Fig. 1: a small window of the routed layout
Region (36, 59) to (76, 99) µm. Cells in grey, sequential cells in the stronger grey; small squares are vias.
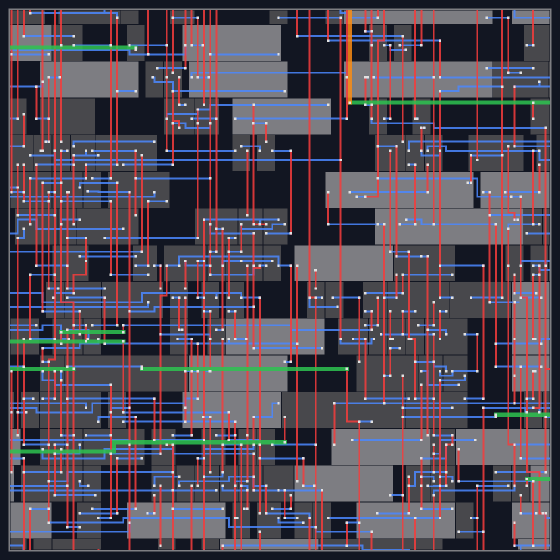
Fig. 2: sequential cells coloured by netlist name
(4 px per µm)
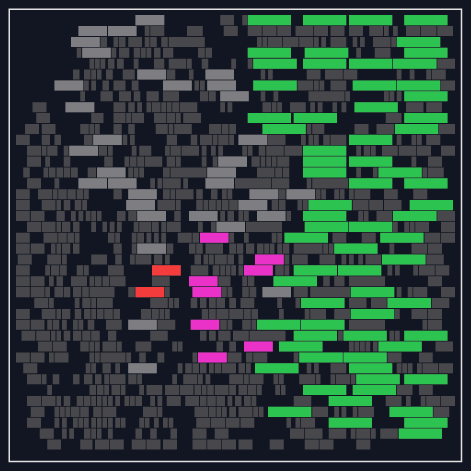
Fig. 3: logic cells by family
(4 px per µm)
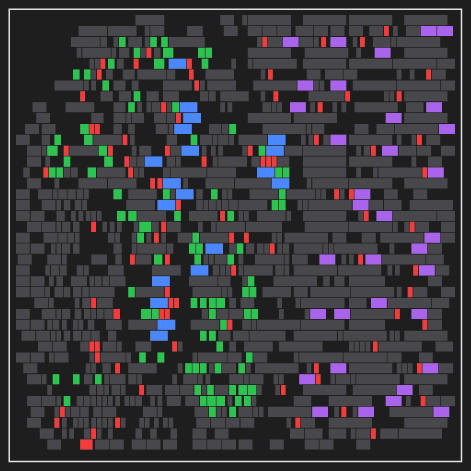
Fig. 4: signal wires on met2
(2 px per µm)
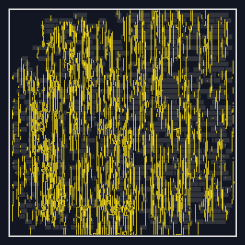
Fig. 5: congestion heat map
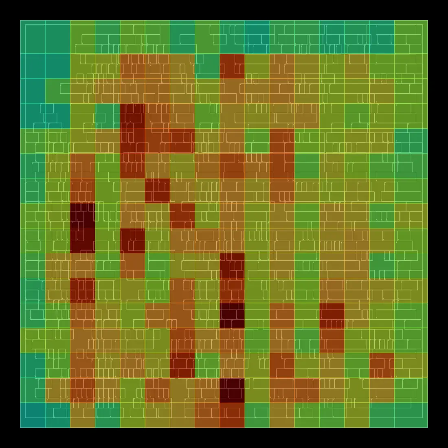
$ cat config.mk
export PLATFORM = sky130hd
export DESIGN_NAME = conf_stream_sched
export DESIGN_NICKNAME = d
export VERILOG_FILES = /design/src/rtl/conf_stream_sched_pkg.sv /design/src/rtl/cfg_out_fifo.sv /design/src/rtl/conf_stream_sched.sv
export SDC_FILE = /design/constraint.sdc
export NUM_CORES = 1
export LEC_CHECK = 0
export ABC_AREA = 1
export CORE_UTILIZATION = 50
export CTS_CLUSTER_DIAMETER = 50
export DETAILED_ROUTE_END_ITERATION = 10
export GPL_TIMING_DRIVEN = 0
export PLACE_DENSITY_LB_ADDON = 0.1
export SETUP_SLACK_MARGIN = 0.2
export SKIP_LAST_GASP = 1
export SLEW_MARGIN = 20
export SYNTH_ARGS = -nofsm -noshare
export SYNTH_HDL_FRONTEND = slang
export SYNTH_SLANG_ARGS = --single-unit
$ cat constraint.sdc
create_clock -name clk -period 2.9 [get_ports clk]
set_input_delay 0.29 -clock clk [delete_from_list [all_inputs] [get_ports clk]]
set_output_delay 0.29 -clock clk [all_outputs]
set_load 0.05 [all_outputs]
$ cat src/rtl/conf_stream_sched_pkg.sv
// Shared FSM encoding and sizing helper for the config stream scheduler.
package conf_stream_sched_pkg;

    typedef enum logic [1:0] {
        ST_IDLE   = 2'd0,
        ST_STREAM = 2'd1,
        ST_DONE   = 2'd2
    } sched_state_t;

    // Destination index width; never narrower than one bit.
    function automatic int clog2_min1(input int n);
        return (n < 2) ? 1 : $clog2(n);
    endfunction

endpackage

$ cat src/rtl/cfg_out_fifo.sv
// Two-entry synchronous FIFO holding tagged config words between the memory
// read port and the config bus.
module cfg_out_fifo #(
    parameter int W = 34
) (
    input  logic         clk,
    input  logic         reset,
    input  logic         i_push,
    input  logic [W-1:0] i_push_data,
    input  logic         i_pop,
    output logic [W-1:0] o_head_data,
    output logic [1:0]   o_count
);

    logic [W-1:0] r_mem [2];
    logic         r_wr_ptr;
    logic         r_rd_ptr;
    logic [1:0]   r_count;

    // NOTE: sequential state uses non-blocking assignments so every flop samples pre-edge values.
    always_ff @(posedge clk) begin
        if (reset) begin
            // NOTE: the two storage entries are reset so the head reads zero straight after reset.
            for (int i = 0; i < 2; i++) begin
                r_mem[i] <= '0;
            end
            r_wr_ptr <= 1'b0;
            r_rd_ptr <= 1'b0;
            r_count  <= 2'd0;
        end else begin
            if (i_push) begin
                r_mem[r_wr_ptr] <= i_push_data;
                r_wr_ptr        <= ~r_wr_ptr;
            end
            if (i_pop) begin
                r_rd_ptr <= ~r_rd_ptr;
            end
            r_count <= r_count + 2'(i_push) - 2'(i_pop);
        end
    end

    assign o_head_data = r_mem[r_rd_ptr];
    assign o_count     = r_count;

endmodule

$ cat src/rtl/conf_stream_sched.sv
// Round-robin scheduler: grants one region loader at a time and streams its
// program from the shared config memory onto the valid/ready config bus.
module conf_stream_sched
    import conf_stream_sched_pkg::*;
#(
    parameter  int NUM_REQ = 4,
    parameter  int ADDR_W  = 8,
    parameter  int LEN_W   = 8,
    parameter  int DATA_W  = 32,
    localparam int DST_W   = clog2_min1(NUM_REQ)
) (
    input  logic                      clk,
    input  logic                      reset,
    input  logic [NUM_REQ-1:0]        req,
    input  logic [NUM_REQ*ADDR_W-1:0] req_base,
    input  logic [NUM_REQ*LEN_W-1:0]  req_len,
    output logic [NUM_REQ-1:0]        grant,
    output logic [NUM_REQ-1:0]        done,
    output logic                      mem_rd_en,
    output logic [ADDR_W-1:0]         mem_addr,
    input  logic [DATA_W-1:0]         mem_rdata,
    output logic                      cfg_valid,
    input  logic                      cfg_ready,
    output logic [DATA_W-1:0]         cfg_data,
    output logic [DST_W-1:0]          cfg_dst,
    output logic                      busy
);

    sched_state_t       r_state;
    sched_state_t       w_next_state;
    logic [DST_W-1:0]   r_rr_ptr;
    logic [DST_W-1:0]   r_gnt_idx;
    logic [DST_W-1:0]   w_scan;
    logic [DST_W-1:0]   w_pick_idx;
    logic               w_found;
    logic [ADDR_W-1:0]  w_base_arr [NUM_REQ];
    logic [LEN_W-1:0]   w_len_arr  [NUM_REQ];
    logic [ADDR_W-1:0]  r_addr;
    logic [LEN_W-1:0]   r_len;
    logic [LEN_W-1:0]   r_issued;
    logic [LEN_W-1:0]   r_recv;
    logic               r_inflight;
    logic [1:0]         w_fifo_count;
    logic               w_hs;
    logic               w_room;
    logic               w_last_hs;
    logic [NUM_REQ-1:0] w_gnt_onehot;
    logic [DST_W+DATA_W-1:0] w_head;

    for (genvar i = 0; i < NUM_REQ; i++) begin : g_unpack
        assign w_base_arr[i] = req_base[i*ADDR_W +: ADDR_W];
        assign w_len_arr[i]  = req_len[i*LEN_W +: LEN_W];
    end

    // First active requester at or above the RR pointer, wrapping upward.
    always_comb begin
        w_found    = 1'b0;
        w_pick_idx = '0;
        w_scan     = '0;
        for (int k = 0; k < NUM_REQ; k++) begin
            w_scan = DST_W'((int'(r_rr_ptr) + k) % NUM_REQ);
            if (!w_found && req[w_scan]) begin
                w_found    = 1'b1;
                w_pick_idx = w_scan;
            end
        end
    end

    assign cfg_valid    = (w_fifo_count != 2'd0);
    assign w_hs         = cfg_valid && cfg_ready;
    // Words already buffered plus the one in flight, less the one leaving now, must fit.
    assign w_room       = ({1'b0, w_fifo_count} + {2'b00, r_inflight}) < (3'd2 + {2'b00, w_hs});
    assign w_last_hs    = w_hs && (r_recv == r_len - LEN_W'(1));
    assign w_gnt_onehot = NUM_REQ'(1) << r_gnt_idx;
    assign busy         = (r_state != ST_IDLE);
    assign mem_addr     = r_addr;

    always_ff @(posedge clk) begin
        if (reset) begin
            r_state <= ST_IDLE;
        end else begin
            r_state <= w_next_state;
        end
    end

    // NOTE: every output of this block gets a default first, so no path infers a latch.
    always_comb begin
        w_next_state = r_state;
        grant        = '0;
        done         = '0;
        mem_rd_en    = 1'b0;
        case (r_state)
            ST_IDLE: begin
                if (w_found) begin
                    w_next_state = (w_len_arr[w_pick_idx] == '0) ? ST_DONE : ST_STREAM;
                end
            end
            ST_STREAM: begin
                grant     = w_gnt_onehot;
                mem_rd_en = (r_issued < r_len) && w_room;
                if (w_last_hs) begin
                    w_next_state = ST_DONE;
                end
            end
            ST_DONE: begin
                done         = w_gnt_onehot;
                w_next_state = ST_IDLE;
            end
            default: w_next_state = ST_IDLE;
        endcase
    end

    always_ff @(posedge clk) begin
        if (reset) begin
            r_rr_ptr   <= '0;
            r_gnt_idx  <= '0;
            r_addr     <= '0;
            r_len      <= '0;
            r_issued   <= '0;
            r_recv     <= '0;
            r_inflight <= 1'b0;
        end else begin
            r_inflight <= mem_rd_en;
            case (r_state)
                ST_IDLE: begin
                    if (w_found) begin
                        r_gnt_idx <= w_pick_idx;
                        r_addr    <= w_base_arr[w_pick_idx];
                        r_len     <= w_len_arr[w_pick_idx];
                        r_issued  <= '0;
                        r_recv    <= '0;
                    end
                end
                ST_STREAM: begin
                    if (mem_rd_en) begin
                        r_addr   <= r_addr + 1'b1;
                        r_issued <= r_issued + 1'b1;
                    end
                    if (w_hs) begin
                        r_recv <= r_recv + 1'b1;
                    end
                end
                ST_DONE: begin
                    r_rr_ptr <= (r_gnt_idx == DST_W'(NUM_REQ - 1)) ? '0 : r_gnt_idx + 1'b1;
                end
                default: ;
            endcase
        end
    end

    // Each word is tagged with its destination as it enters the buffer.
    cfg_out_fifo #(
        .W (DST_W + DATA_W)
    ) u_out_fifo (
        .clk         (clk),
        .reset       (reset),
        .i_push      (r_inflight),
        .i_push_data ({r_gnt_idx, mem_rdata}),
        .i_pop       (w_hs),
        .o_head_data (w_head),
        .o_count     (w_fifo_count)
    );

    assign cfg_dst  = w_head[DST_W+DATA_W-1:DATA_W];
    assign cfg_data = w_head[DATA_W-1:0];

endmodule

==> out/qor.log <==
qor: placed_design.place.detailed.instances 1011
qor: placed_design.place_area 7910 µm²
qor: timing.fin_tns_setup 0 ns
qor: synth.post_syn_instances 708
qor: synth.area_share_of_xor_xnor_cells_in_the_synthesized_design 0.0243
qor: synth.yosys-stat-cells 708
qor: setup_path.crit_slowest_cell sky130_fd_sc_hd__clkdlybuf4s50_1
qor: layout.layout.comb_gates.multi_input 481
qor: layout.layout_top_cells_excl_fill_tap sky130_fd_sc_hd__clkdlybuf4s50_1 (131), sky130_fd_sc_hd__nor2_1 (120), sky130_fd_sc_hd__nand2_1 (101), sky130_fd_sc_hd__inv_1 (79), sky130_fd_sc_hd__edfxtp_1 (68)
qor: synth.enable_flop_cells 68
qor: detailed_routing.routed-via-count 5426
qor: cts.clock_pin_slew_on_the_worst_setup_and_hold_paths 0.07 ns
qor: die.fp.dieH 113 µm
qor: worst_hold_path.worst_hold_path_type input pin to flip-flop
qor: global_routing.gr-usage-met3 0.0621
qor: die.initial_utilization 0.512
qor: synth.yosys-mux-area-fraction 0.0625
qor: setup_path.critPathRequiredTime 2.61 ns
qor: timing.grt_setup_unrepaired no
qor: global_routing.grt-ovfl-total 0
qor: synth.ys_top_cells_by_area sky130_fd_sc_hd__edfxtp_1 (33%), sky130_fd_sc_hd__dfxtp_1 (14%), sky130_fd_sc_hd__nor2_1 (7.4%)
qor: synth.synth_area_leader_cell sky130_fd_sc_hd__edfxtp_1
qor: global_routing.grt_use_met2 0.457
qor: job.log.warning_count 29
qor: layout.nFlopsAndLatches 112
qor: timing.tightestPinTransition 0.613 ns
qor: setup_path.cp_cell_sequence clkbuf_1, buf_2, mux2_2, clkdlybuf4s50_1
qor: timing.final_max_slew_viol_count 0
qor: timing.timing_hold_violations_final 0
qor: setup_path.timing.critical_path.fanout_max 10
qor: global_routing.busiest_layer met2
qor: detailed_routing.met3_wire_length 1.02 mm
qor: timing.report.final.setup_viol 0
qor: layout.area_delta_synth_final 34.1%
qor: synth.top_logic_kind simple AND/OR/NAND/NOR gates
qor: placed_design.port_buffers 154
qor: layout.final_cell_count_no_fill 1027
qor: cts.cts-htree-levels 3
qor: synth.async_flop_share 0
qor: synth.synth_sequential_area_ratio 0.477
qor: worst_hold_path.hold_start reset
qor: job.cap_viol_max_count 0
qor: placed_design.post-place-ws -0.119 ns
qor: worst_hold_path.hold-path-cell-count 2
qor: layout.finalNetCount 997
qor: cts.max-clock-path-buffers 2
qor: outcome.status finished, final reports clean
qor: layout.area.sequential 2920 µm²
qor: setup_path.cp_top_family buffers and inverters
-- Fig. 1 (at the start) --
met2 -> red
met1 -> blue
met3 -> green
met4 -> orange
sequential cells in the window = 16
cells with their middle in the window = 118
most frequent = nor2_1 (18), inv_1 (13), dfxtp_1 (13)
netlist names of flops here include = r_issued (7), u_out_fifo.r_mem (3), u_out_fifo.o_count (2)

-- Fig. 2 (at the start) --
u_out_fifo.r_mem -> green  # placed flops 68
r_gnt_idx -> red  # placed flops 2
mem_addr -> magenta  # placed flops 8, where centre
not coloured = 34

-- Fig. 3 (at the start) --
multiplexers -> purple  # cells 34, most used mux2_2
inverting AOI/OAI gates -> green  # cells 91, most used a21oi_1
inverters -> red  # cells 88, most used inv_1, where widely spread
adder and majority cells -> blue  # cells 19, most used ha_1

-- Fig. 4 (at the start) --
wire length on this layer = 7910 µm
nets with wire on the layer = 839
longest straight run = 38.4 µm

-- Fig. 5 (at the start) --
routed len/inst: 14.9 µm
final standard cell utilization of the core: 0.687
GRT met1 Usage: 0.271

-- repair_timing --
item,CTS,global route
gates resized,8,29
cloned,0,0
hold buffers,0,0
setup endpoints to repair,35,41
-- report_power, final --
part	leakage (nW)	internal [mW]	switching, mW	total (mW)
clock	0.133	0.599	0.592	1.19
sequential	1.06	1.97	0.169	2.14
combinational	2.45	1.43	2.63	4.06
total	3.64	4.00	3.39	7.39
-- state kept, by name, summed over array words and instances (netlist names), named ones only --
signal / flops
u_out_fifo.r_mem: 68
u_out_fifo.o_count: 2
mem_addr: 8
r_len: 8
r_rr_ptr: 2
r_gnt_idx: 2
u_out_fifo.r_wr_ptr: 1
r_inflight: 1
u_out_fifo.r_rd_ptr: 1
r_state: 2
r_issued: 8
r_recv: 8
Power figures rest on the tool's default switching activity, not on a simulated workload.
